Figure 1. Track usage over the die.
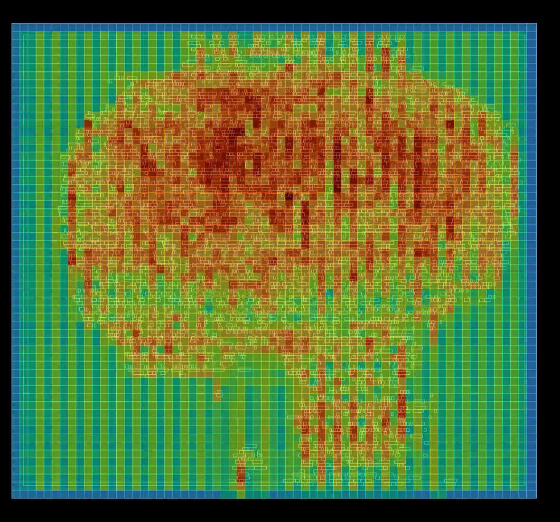
Figure 2. Wire density map.
The bar under the picture is 100 microns long. The die is cut into 23 by 20 equal tiles; dark purple is low, yellow is high, scaled to the fullest tile. Values are wire area over tile area, all layers added.
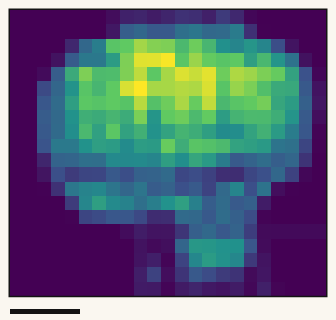
Figure 3. Cells coloured by class.
The bar under the picture is 100 microns long.
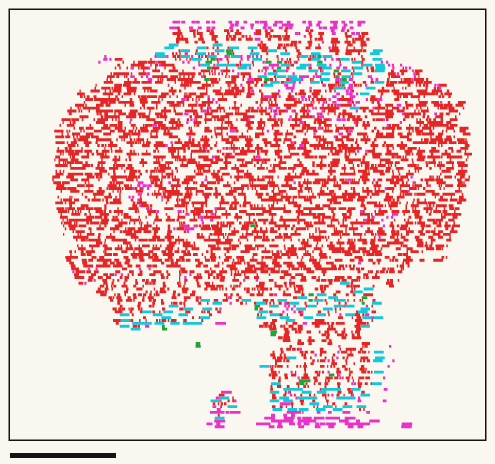
Figure 4. Wires at chosen ports, followed through buffers.
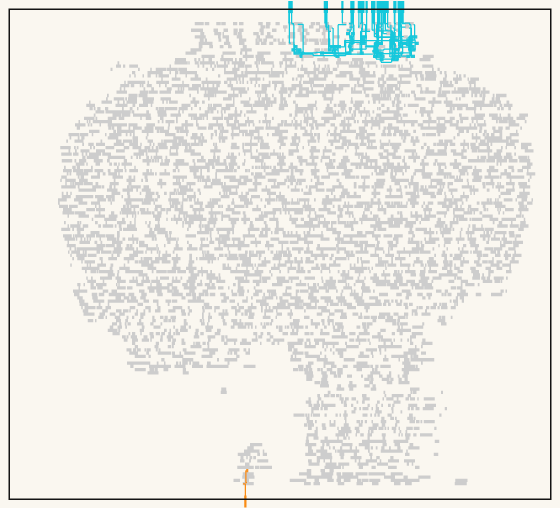
Design fxp_mult_pipe, sky130hd; sources not shown.
==> impl_metrics.py <==
# Flow results
metrics = {
    "logic_synthesis": {
        "yosysMostFrequentCell": "fa_1",
        "top_area_share_pct": 43.0,
        "edf_count": 0,
        "yosysUniqueCellTypes": 73,
        "synth_area_leader_cell": "fa_1",
        "ys_warn_count": 0,
        "syn_inst": 4623,
        "synthesis.area_sq_um": 41600,
        "synthTopCellsByCount": "fa_1, inv_1, nand2_1, and2_1, ha_1",
        "synthArstFlopShare_pct": 100,
        "synth_flop_count": 155,
        "syn_nets": 5882,
        "yosysCellCount": 4623,
        "ys.flop_type": "dfrtp_1",
        "synthTopCellsByArea": "fa_1, dfrtp_1, and2_1, ha_1, inv_1",
        "ys_area_sq_um": 41600,
    },
    "timing": {
        "finalCritPeriodShare_pct": 96.0,
        "drv_slew": 0,
        "fmax_mhz": 107,
        "tns_ns": 0,
        "layout_setup_ws_ns": 0.394,
        "rsz0062_at_grt": "false",
        "fin_crit_ns": 9.36,
        "timing.final.hold_violations": 0,
    },
    "placed_design": {
        "post-place-ws_ns": 0.518,
        "gp_congestion": 0.959,
        "dp_hpwl_microns": 148000,
    },
    "cells_and_area": {
        "lay_top_cells": "fa_1, inv_1, nand2_1",
        "syn_to_final_growth_pct": 14.0,
        "lay_top_count": "fa_1",
        "drive_gt1_share_pct": 4.51,
        "fillers": 17800,
        "largest_reg_flops": 52,
        "comb_area_sq_um": 33400,
        "fin_nets": 6103,
    },
    "routing": {
        "vias": 33600,
        "drc_errors": 0,
        "ant_nets": 0,
        "drt_iter0_markers": 2946,
        "vias_per_cell": 4.74,
        "drt_first_pass_iters": 5,
    },
    "run": {
        "drv_cap": 0,
        "tool_warnings": 26,
    },
    "cts": {
        "path_clk_slew_ns": 0.12,
        "numCtsBuffers": 17,
        "htree_levels": 4,
        "clock-sinks": 155,
        "cts_buffer_depth": 2,
        "post-cts-setup-buffers": 0,
        "cts-root-buf": "clkbuf_8",
        "cts_resized": 0,
    },
    "worst_setup_path": {
        "critical_path_peak_fanout": 10,
        "r2r_cells": 26,
        "path_delay_family": "adder cells",
        "critPathLaunchType": "flop",
        "path_class": "flop to flop",
        "critPathMaxStageDelay_ns": 0.73,
        "r2r_setup_slack_ns": 0.39,
        "path_common_cell": "fa_1",
        "arrival_ns": 9.84,
        "endpoint_kind": "flop",
        "required_ns": 10.23,
        "crit_buf_inv": 7,
        "critPathSlowestCell": "clkbuf_1",
    },
    "global_route": {
        "globalRouteTotalUtil_pct": 19.0,
        "grt_max_degree": 70,
        "antenna_found_initial": 32,
        "grt_overflow": 0,
        "grt_pass1_vias": 35300,
        "grt_pass1_wl_microns": 254000,
    },
    "floorplan": {
        "chipWidth_microns": 450,
        "die_y_microns": 407,
        "initial_core_util_pct": 25.1,
    },
    "min_path": {
        "hold_class": "flop to flop",
        "hold_path_depth": 2,
    },
    "run_status": {
        "status": "finished, final reports clean",
    },
}
About Figure 1:
GR met1 Demand/Resource: 25.6%
met2 Resource Use GR: 30.9%

About Figure 2:
emptiest ninth of the die = lower left
nearly empty tiles = 31%
densest ninth of the die = top centre
tiles over half the peak = 28%
wire per inst: 24.7 microns
total wire length: 176000 microns

About Figure 3:
cyan -> sequential cells  # cells 155
red -> combinational and other logic  # cells 4206
magenta -> remaining buffers and delay cells  # cells 464
green -> clock drivers and dummy loads  # cells 32
sequential share of cell area: 8.17%
Final Util: 28.6%
core area: 166000 sq um
row cnt: 142
design area: 47500 sq um

About Figure 4:
cyan -> in_b  # bits 32, direction input, end cells 75, buffers 35, wire 1860 microns
orange -> sat_clr  # bits 1, direction input, end cells 1, buffers 1, wire 24.8 microns
Port Buffers: 104
# IOs: 105

[cells by family (layout without fill, tap and decap cells)]
family          Yosys count  count (layout)  share of synthesized area (%)
compound gates          499             499                           7.63
buf+inv                1152            1386                           10.4
simple gates           1525            1525                           18.6
other cells               0              15                              0
mux                       5               5                          0.129
fa+ha+maj              1190            1190                           51.9
flops                   155             155                           9.31
xor+xnor                 97              97                           2.04
[per-stage QoR]
step	std cells	hold slack (ns)	instance area (sq um)
floorplan	4623	0.391	41600
CTS	7082	0.440	47400
finish	7104	0.435	47500
global route	7090	0.465	47400
detailed placement	7050	0.416	46900
global placement	6959	0.409	45500
[layout make-up]
| type | count | share of cell area, % |
|---|---|---|
| Tap cell | 2232 | 5.88 |
| Sequential cell | 155 | 8.17 |
| Inverter | 890 | 7.04 |
| Antenna cell | 15 | 0.0791 |
| Multi-Input combinational cell | 3316 | 70.4 |
| Clock inverter | 15 | 0.411 |
| Timing Repair Buffer | 202 | 5.27 |
| Clock buffer | 17 | 0.493 |
| Buffer | 262 | 2.23 |
[worst min-delay path: stages, from the launching register on]
cell     delay [ns]
dfrtp_1        0.35
nand2_1        0.05
o31ai_1        0.05
[metal layers]
metal  wire, microns  global-route usage, %
met1           75400                   25.6
met3           10900                   2.71
met5              57                      0
met4            6550                   6.44
met2           82700                   30.9
